--- src/rtl/multi_proxy_recompute_controller_if.sv ---
// Bus bundle between a systolic-array column and its proxy recompute
// controller: STW results, weight/activation feeds and proxy control.
interface multi_proxy_recompute_controller_if #(
  parameter int ROWS        = 4,
  parameter int WORD_SIZE   = 16,
  parameter int NUM_PROXIES = 2
);
  localparam int ROW_WIDTH = $clog2(ROWS);
  localparam int CNT_WIDTH = $clog2(ROWS + 1);

  // Column / test side
  logic                              STW_complete;
  logic [ROWS-1:0]                   STW_result_mat;
  logic                              weight_reload;
  logic [WORD_SIZE-1:0]              rcm_in_weight;
  logic [WORD_SIZE-1:0]              rcm_left_in;

  // Controller side
  logic [ROW_WIDTH-1:0]              rcm_idx_sel;
  logic [NUM_PROXIES-1:0]            proxy_sel;
  logic [NUM_PROXIES*ROW_WIDTH-1:0]  proxy_row_idx;
  logic [ROWS-1:0]                   proxy_en;
  logic                              load_proxy;
  logic                              proxy_matmul;
  logic [2:0]                        proxy_settings;
  logic [WORD_SIZE-1:0]              rcm_weight;
  logic [WORD_SIZE-1:0]              proxy_left_in;
  logic                              proxy_out_valid;
  logic [CNT_WIDTH-1:0]              fault_count;
  logic                              uncovered_fault;
  logic                              busy;

  modport master (
    output STW_complete, STW_result_mat, weight_reload, rcm_in_weight, rcm_left_in,
    input  rcm_idx_sel, proxy_sel, proxy_row_idx, proxy_en, load_proxy, proxy_matmul,
           proxy_settings, rcm_weight, proxy_left_in, proxy_out_valid, fault_count,
           uncovered_fault, busy
  );

  modport slave (
    input  STW_complete, STW_result_mat, weight_reload, rcm_in_weight, rcm_left_in,
    output rcm_idx_sel, proxy_sel, proxy_row_idx, proxy_en, load_proxy, proxy_matmul,
           proxy_settings, rcm_weight, proxy_left_in, proxy_out_valid, fault_count,
           uncovered_fault, busy
  );
endinterface

--- src/rtl/multi_proxy_recompute_controller.sv ---
// Per-column BISR recompute controller. Assigns up to NUM_PROXIES proxy PEs
// to the lowest-numbered faulty rows reported by the STW, loads each proxy's
// stationary weight in turn (SCAN/LOAD1/LOAD2), then runs them in matmul mode.
module multi_proxy_recompute_controller #(
  parameter int ROWS        = 4,
  parameter int WORD_SIZE   = 16,
  parameter int NUM_PROXIES = 2,
  parameter int COL_IDX     = 0
) (
  input logic                                clk,
  input logic                                rst,
  multi_proxy_recompute_controller_if.slave  bus
);

  localparam int ROW_WIDTH  = $clog2(ROWS);
  localparam int SLOT_WIDTH = (NUM_PROXIES > 1) ? $clog2(NUM_PROXIES) : 1;
  localparam int CNT_WIDTH  = $clog2(ROWS + 1);
  localparam int IDX_WIDTH  = NUM_PROXIES * ROW_WIDTH;

  localparam logic [SLOT_WIDTH-1:0]  LAST_SLOT = SLOT_WIDTH'(NUM_PROXIES - 1);
  localparam logic [ROWS-1:0]        ROW_ONE   = ROWS'(1);
  localparam logic [NUM_PROXIES-1:0] SLOT_ONE  = NUM_PROXIES'(1);

  // Reject parameter sets the slot/row encoding cannot represent.
  if (NUM_PROXIES < 1 || NUM_PROXIES > ROWS || ROWS < 2 || COL_IDX < 0) begin : g_bad_params
    $error("multi_proxy_recompute_controller: illegal parameter set");
  end

  typedef enum logic [2:0] {IDLE, SCAN, LOAD1, LOAD2, COMPUTE} state_t;

  state_t                 state_q, state_d;
  logic [ROWS-1:0]        fault_mask_q, fault_mask_d;
  logic [ROWS-1:0]        pending_q, pending_d;
  logic [ROWS-1:0]        covered_q, covered_d;
  logic [SLOT_WIDTH-1:0]  slot_q, slot_d;
  logic [ROW_WIDTH-1:0]   cur_idx_q, cur_idx_d;
  logic [NUM_PROXIES-1:0] proxy_sel_q, proxy_sel_d;
  logic [IDX_WIDTH-1:0]   row_idx_q, row_idx_d;
  logic                   load_proxy_q, load_proxy_d;
  logic                   proxy_matmul_q, proxy_matmul_d;
  logic [2:0]             settings_q, settings_d;
  logic [WORD_SIZE-1:0]   rcm_weight_q, rcm_weight_d;
  logic [WORD_SIZE-1:0]   left_in_q, left_in_d;
  logic                   out_valid_q, out_valid_d;
  logic [CNT_WIDTH-1:0]   fault_count_q, fault_count_d;

  logic [ROWS-1:0]        stw_faults;
  logic [ROWS-1:0]        cur_bit;
  logic [ROWS-1:0]        pending_clr;
  logic [NUM_PROXIES-1:0] slot_hit;

  function automatic logic [ROW_WIDTH-1:0] lowest_set(input logic [ROWS-1:0] v);
    lowest_set = '0;
    for (int i = ROWS - 1; i >= 0; i--) begin
      if (v[i]) lowest_set = ROW_WIDTH'(i);
    end
  endfunction

  function automatic logic [CNT_WIDTH-1:0] popcount(input logic [ROWS-1:0] v);
    popcount = '0;
    for (int i = 0; i < ROWS; i++) begin
      popcount = popcount + CNT_WIDTH'(v[i]);
    end
  endfunction

  assign stw_faults  = ~bus.STW_result_mat;
  assign cur_bit     = ROW_ONE << cur_idx_q;
  assign pending_clr = pending_q & ~cur_bit;

  // One decode line per proxy slot, used to steer the row index write.
  for (genvar gi = 0; gi < NUM_PROXIES; gi++) begin : g_slot
    assign slot_hit[gi] = (slot_q == SLOT_WIDTH'(gi));
  end

  // Next-state and registered-output logic; every _d defaults to hold.
  always_comb begin
    state_d        = state_q;
    fault_mask_d   = fault_mask_q;
    pending_d      = pending_q;
    covered_d      = covered_q;
    slot_d         = slot_q;
    cur_idx_d      = cur_idx_q;
    proxy_sel_d    = proxy_sel_q;
    row_idx_d      = row_idx_q;
    load_proxy_d   = load_proxy_q;
    proxy_matmul_d = proxy_matmul_q;
    settings_d     = settings_q;
    rcm_weight_d   = rcm_weight_q;
    fault_count_d  = fault_count_q;
    // The activation pipeline runs regardless of controller state.
    left_in_d      = bus.rcm_left_in;
    out_valid_d    = proxy_matmul_q && (left_in_q != '0);

    if (bus.weight_reload) begin
      // New tile: forget every assignment, STW in the same cycle is dropped.
      state_d        = IDLE;
      fault_mask_d   = '0;
      pending_d      = '0;
      covered_d      = '0;
      slot_d         = '0;
      cur_idx_d      = '0;
      proxy_sel_d    = '0;
      row_idx_d      = '0;
      load_proxy_d   = 1'b0;
      proxy_matmul_d = 1'b0;
      settings_d     = 3'b000;
      rcm_weight_d   = '0;
      fault_count_d  = '0;
    end else begin
      case (state_q)
        IDLE: begin
          if (bus.STW_complete) begin
            fault_mask_d  = stw_faults;
            pending_d     = stw_faults;
            fault_count_d = popcount(stw_faults);
            if (stw_faults != '0) state_d = SCAN;
          end
        end
        SCAN: begin
          cur_idx_d = lowest_set(pending_q);
          state_d   = LOAD1;
        end
        LOAD1: begin
          rcm_weight_d = bus.rcm_in_weight;
          settings_d   = 3'b001;
          load_proxy_d = 1'b1;
          proxy_sel_d  = SLOT_ONE << slot_q;
          state_d      = LOAD2;
        end
        LOAD2: begin
          // Weight is presented for a second cycle while the proxy latches it.
          rcm_weight_d = bus.rcm_in_weight;
          settings_d   = 3'b001;
          pending_d    = pending_clr;
          covered_d    = covered_q | cur_bit;
          for (int k = 0; k < NUM_PROXIES; k++) begin
            if (slot_hit[k]) row_idx_d[k*ROW_WIDTH +: ROW_WIDTH] = cur_idx_q;
          end
          if ((pending_clr != '0) && (slot_q < LAST_SLOT)) begin
            slot_d  = slot_q + SLOT_WIDTH'(1);
            state_d = SCAN;
          end else begin
            state_d = COMPUTE;
          end
        end
        COMPUTE: begin
          rcm_weight_d   = '0;
          load_proxy_d   = 1'b0;
          proxy_sel_d    = '0;
          proxy_matmul_d = 1'b1;
          settings_d     = 3'b110;
        end
        default: state_d = IDLE;
      endcase
    end
  end

  // State and output registers with synchronous reset.
  always_ff @(posedge clk) begin
    if (rst) begin
      state_q        <= IDLE;
      fault_mask_q   <= '0;
      pending_q      <= '0;
      covered_q      <= '0;
      slot_q         <= '0;
      cur_idx_q      <= '0;
      proxy_sel_q    <= '0;
      row_idx_q      <= '0;
      load_proxy_q   <= 1'b0;
      proxy_matmul_q <= 1'b0;
      settings_q     <= 3'b000;
      rcm_weight_q   <= '0;
      left_in_q      <= '0;
      out_valid_q    <= 1'b0;
      fault_count_q  <= '0;
    end else begin
      state_q        <= state_d;
      fault_mask_q   <= fault_mask_d;
      pending_q      <= pending_d;
      covered_q      <= covered_d;
      slot_q         <= slot_d;
      cur_idx_q      <= cur_idx_d;
      proxy_sel_q    <= proxy_sel_d;
      row_idx_q      <= row_idx_d;
      load_proxy_q   <= load_proxy_d;
      proxy_matmul_q <= proxy_matmul_d;
      settings_q     <= settings_d;
      rcm_weight_q   <= rcm_weight_d;
      left_in_q      <= left_in_d;
      out_valid_q    <= out_valid_d;
      fault_count_q  <= fault_count_d;
    end
  end

  assign bus.rcm_idx_sel     = cur_idx_q;
  assign bus.proxy_sel       = proxy_sel_q;
  assign bus.proxy_row_idx   = row_idx_q;
  assign bus.proxy_en        = covered_q;
  assign bus.load_proxy      = load_proxy_q;
  assign bus.proxy_matmul    = proxy_matmul_q;
  assign bus.proxy_settings  = settings_q;
  assign bus.rcm_weight      = rcm_weight_q;
  assign bus.proxy_left_in   = left_in_q;
  assign bus.proxy_out_valid = out_valid_q;
  assign bus.fault_count     = fault_count_q;
  assign bus.uncovered_fault = (state_q == COMPUTE) && ((fault_mask_q & ~covered_q) != '0);
  assign bus.busy            = (state_q == SCAN) || (state_q == LOAD1) || (state_q == LOAD2);

endmodule

--- src/flat_wrapper.sv ---
// flat-port wrapper written by rule: the top's interface ports become plain ports
module multi_proxy_recompute_controller_flat 
#(
  parameter int ROWS        = 4,
  parameter int WORD_SIZE   = 16,
  parameter int NUM_PROXIES = 2,
  parameter int COL_IDX     = 0
)
  (clk, rst, bus_STW_complete, bus_STW_result_mat, bus_weight_reload, bus_rcm_in_weight, bus_rcm_left_in, bus_rcm_idx_sel, bus_proxy_sel, bus_proxy_row_idx, bus_proxy_en, bus_load_proxy, bus_proxy_matmul, bus_proxy_settings, bus_rcm_weight, bus_proxy_left_in, bus_proxy_out_valid, bus_fault_count, bus_uncovered_fault, bus_busy);
  multi_proxy_recompute_controller_if #(.ROWS(ROWS), .WORD_SIZE(WORD_SIZE), .NUM_PROXIES(NUM_PROXIES)) bus_i ();
  input logic clk;
  input logic rst;
  input wire logic [$bits(bus_i.STW_complete)-1:0] bus_STW_complete;
  input wire logic [$bits(bus_i.STW_result_mat)-1:0] bus_STW_result_mat;
  input wire logic [$bits(bus_i.weight_reload)-1:0] bus_weight_reload;
  input wire logic [$bits(bus_i.rcm_in_weight)-1:0] bus_rcm_in_weight;
  input wire logic [$bits(bus_i.rcm_left_in)-1:0] bus_rcm_left_in;
  output wire logic [$bits(bus_i.rcm_idx_sel)-1:0] bus_rcm_idx_sel;
  output wire logic [$bits(bus_i.proxy_sel)-1:0] bus_proxy_sel;
  output wire logic [$bits(bus_i.proxy_row_idx)-1:0] bus_proxy_row_idx;
  output wire logic [$bits(bus_i.proxy_en)-1:0] bus_proxy_en;
  output wire logic [$bits(bus_i.load_proxy)-1:0] bus_load_proxy;
  output wire logic [$bits(bus_i.proxy_matmul)-1:0] bus_proxy_matmul;
  output wire logic [$bits(bus_i.proxy_settings)-1:0] bus_proxy_settings;
  output wire logic [$bits(bus_i.rcm_weight)-1:0] bus_rcm_weight;
  output wire logic [$bits(bus_i.proxy_left_in)-1:0] bus_proxy_left_in;
  output wire logic [$bits(bus_i.proxy_out_valid)-1:0] bus_proxy_out_valid;
  output wire logic [$bits(bus_i.fault_count)-1:0] bus_fault_count;
  output wire logic [$bits(bus_i.uncovered_fault)-1:0] bus_uncovered_fault;
  output wire logic [$bits(bus_i.busy)-1:0] bus_busy;
  assign bus_i.STW_complete = bus_STW_complete;
  assign bus_i.STW_result_mat = bus_STW_result_mat;
  assign bus_i.weight_reload = bus_weight_reload;
  assign bus_i.rcm_in_weight = bus_rcm_in_weight;
  assign bus_i.rcm_left_in = bus_rcm_left_in;
  assign bus_rcm_idx_sel = bus_i.rcm_idx_sel;
  assign bus_proxy_sel = bus_i.proxy_sel;
  assign bus_proxy_row_idx = bus_i.proxy_row_idx;
  assign bus_proxy_en = bus_i.proxy_en;
  assign bus_load_proxy = bus_i.load_proxy;
  assign bus_proxy_matmul = bus_i.proxy_matmul;
  assign bus_proxy_settings = bus_i.proxy_settings;
  assign bus_rcm_weight = bus_i.rcm_weight;
  assign bus_proxy_left_in = bus_i.proxy_left_in;
  assign bus_proxy_out_valid = bus_i.proxy_out_valid;
  assign bus_fault_count = bus_i.fault_count;
  assign bus_uncovered_fault = bus_i.uncovered_fault;
  assign bus_busy = bus_i.busy;
  multi_proxy_recompute_controller #(.ROWS(ROWS), .WORD_SIZE(WORD_SIZE), .NUM_PROXIES(NUM_PROXIES), .COL_IDX(COL_IDX)) u_core (.clk(clk), .rst(rst), .bus(bus_i));
endmodule
--- config.mk ---
export PLATFORM = sky130hd
export DESIGN_NAME = multi_proxy_recompute_controller_flat
export DESIGN_NICKNAME = d
export VERILOG_FILES = /design/src/rtl/multi_proxy_recompute_controller_if.sv /design/src/rtl/multi_proxy_recompute_controller.sv /design/src/flat_wrapper.sv
export SDC_FILE = /design/constraint.sdc
export NUM_CORES = 1
export LEC_CHECK = 0
export ABC_AREA = 1
export CAP_MARGIN = 0
export CORE_ASPECT_RATIO = 1.2
export CORE_MARGIN = 5
export CORE_UTILIZATION = 35
export DETAILED_ROUTE_END_ITERATION = 10
export GPL_TIMING_DRIVEN = 0
export PLACE_DENSITY = 0.67
export SLEW_MARGIN = 30
export SYNTH_ARGS = -nofsm -noshare
export SYNTH_HDL_FRONTEND = slang
export SYNTH_SLANG_ARGS = --single-unit
--- constraint.sdc ---
create_clock -name clk -period 3.05 [get_ports clk]
set_clock_uncertainty 0.2 [all_clocks]
set_input_delay 0.61 -clock clk [delete_from_list [all_inputs] [get_ports clk]]
set_output_delay 0.61 -clock clk [all_outputs]
set_load 0.02 [all_outputs]
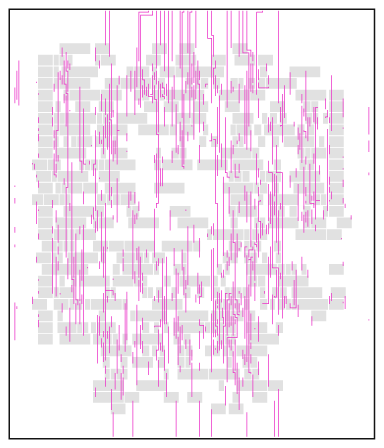
Figure 1: met2 routing.
Cells faint in the background.
wire length on this layer: 2870 um
share of all routed wire: 46%
nets with wire on the layer: 375
via count of the routed design: 2317
grt met2 use: 0.243

==> impl_metrics.ini <==
; implementation run metrics
[logic_synthesis]
async_flop_share = 0
ys_top_logic_family = simple AND/OR/NAND/NOR gates
synth_top_cell_by_area = dfxtp_1
synth-simple-area-share = 0.229
yosys_area_um2 = 2370
top_cell = dfxtp_1
synth_area_per_cell_um2 = 7.77
topCellsByArea = dfxtp_1 (54%), a21oi_1 (9.1%), nand2_1 (8.9%), nand3_1 (6.3%), nor2_1 (6.2%)
edf_count = 0
ys.flops = 64
synth_cells = 305
synthAoiAreaFrac = 0.115
muxShareOfSynthArea = 0
common_cells = dfxtp_1 (64), nand2_1 (56), a21oi_1 (43), nor2_1 (39), inv_1 (37)
yosysSeqAreaShare = 0.541
flop_cell = dfxtp_1
syn_area_um2 = 2370

[layout]
drive_gt1_frac = 0.0726
n_antenna_cell = 0
comb_share = 0.244
flop-count = 64
nNonClkInverters = 39
syn_to_final_growth_pct = 50.3
nonClkBufAreaFrac = 0.282
finish.utilization = 0.546
clockBufferCount = 10
num-nets-final = 453
mi_logic_area_um2 = 871
clock_area_frac = 0.0429
seq_area_um2 = 1280
final_cells = 498
sh_seq_area = 0.360

[power_and_ir_drop]
clock_power_share = 0.360
power_mw = 1.64
switching_share = 0.248
power_switching_mw = 0.406
power_leader = registers
intPower_mw = 1.23
p_comb_mw = 0.181
seqPwrFrac = 0.530

[global_route]
top_usage_layer = met2
grt_usage = 0.154
grt_util_met3 = 0.0755
grt_max_degree = 11
grt_use_met1 = 0.176
overflow = 0

[detailed_routing]
wire_per_inst_um = 12.6
drtIter0Drc = 120
viasPerCell = 4.65
dr.pass1.iters = 4
wl_met2_mm = 2.87

[floorplan]
io-pin-count = 95
row_count = 32
num_tap_cells = 85

[outcome]
run_status = finished, final reports clean

[placed_design]
dp_slack_ps = 410

[final_timing]
period_needed_ps = 2590
relSlewSlack = 0.665
timing.hold.ws_ps = 251
fin_ws_ps = 459
tightest_slew_ps = 503
max_freq_mhz = 386
grt_setup_unrepaired = no
fin_setup_tns_ps = 0

[clock_tree]
clk_path_buf_depth = 2
hold_buffers = 0
path_clk_slew_ps = 70
clock-sinks = 64
post_cts_buffers = 0
cts-htree-levels = 3
cts_buffers = 9
clockRootBuffer = clkbuf_8

[critical_path]
critical_path.max_fanout = 10
critical_path_arrival_ps = 1780
endpoint_kind = output port
critical_path_class = register to output port
cp.required_ps = 2240

[hold_path]
hp-class = register to register

[job]
drv_cap = 0
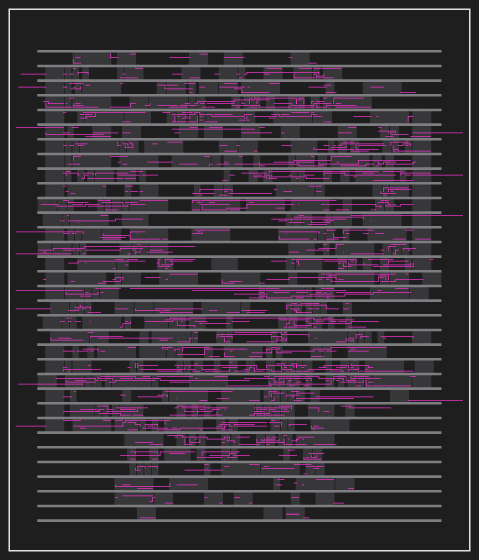
Figure 2: metal 1.
Supply wires on this layer in gray. Cells faint in the background.
nets with wire on the layer: 399
main direction: horizontal
wire length on this layer: 2570 um
share of all routed wire: 41%
longest straight run: 28.5 um

critical path, stage by stage, from the launching register on:
cell and delay (ps):
dfxtp_1 340, nor2_1 240, nand2_1 170, buf_2 230
a41oi_1 180, dlymetal6s2s_1 280
sequential cells by signal, indices dropped and copies added (netlist names):
signal,count
u_core.bus.proxy_settings,2
u_core.bus.proxy_row_idx,4
u_core.slot_q,1
u_core.bus.proxy_out_valid,1
u_core.bus.fault_count,3
u_core.bus.proxy_en,4
u_core.bus.rcm_idx_sel,2
u_core.bus.proxy_matmul,1
u_core.fault_mask_q,4
u_core.bus.rcm_weight,16
u_core.pending_q,4
u_core.bus.load_proxy,1
u_core.bus.proxy_sel,2
u_core.bus.proxy_left_in,16
u_core.state_q,3
path summary, 6_finish.rpt:
kind / startpoint / endpoint / slack (ps) / depth (start not counted)
worst max-delay path: u_core.state_q[0]$_SDFFE_PP0P_ / bus_uncovered_fault / 460 / 5
worst min-delay path: u_core.bus.load_proxy$_SDFFE_PP0P_ / u_core.bus.load_proxy$_SDFFE_PP0P_ / 250 / 2
worst max register to register: u_core.state_q[2]$_SDFFE_PP0P_ / u_core.bus.rcm_weight[1]$_SDFFE_PP0P_ / 1530 / 5
worst min register to register: u_core.bus.load_proxy$_SDFFE_PP0P_ / u_core.bus.load_proxy$_SDFFE_PP0P_ / 250 / 2
placed cells by master, fill, tap and decap left out, drive strengths merged, types with 8 or more instances in the layout:
cell type | netlist | final
nand3 | 30 | 30
a21oi | 43 | 43
nand2 | 56 | 56
clkbuf | 1 | 11
clkdlybuf4s50 | 0 | 92
o21ai | 8 | 8
inv | 38 | 38
nor2 | 41 | 41
dfxtp | 64 | 64
buf | 13 | 13
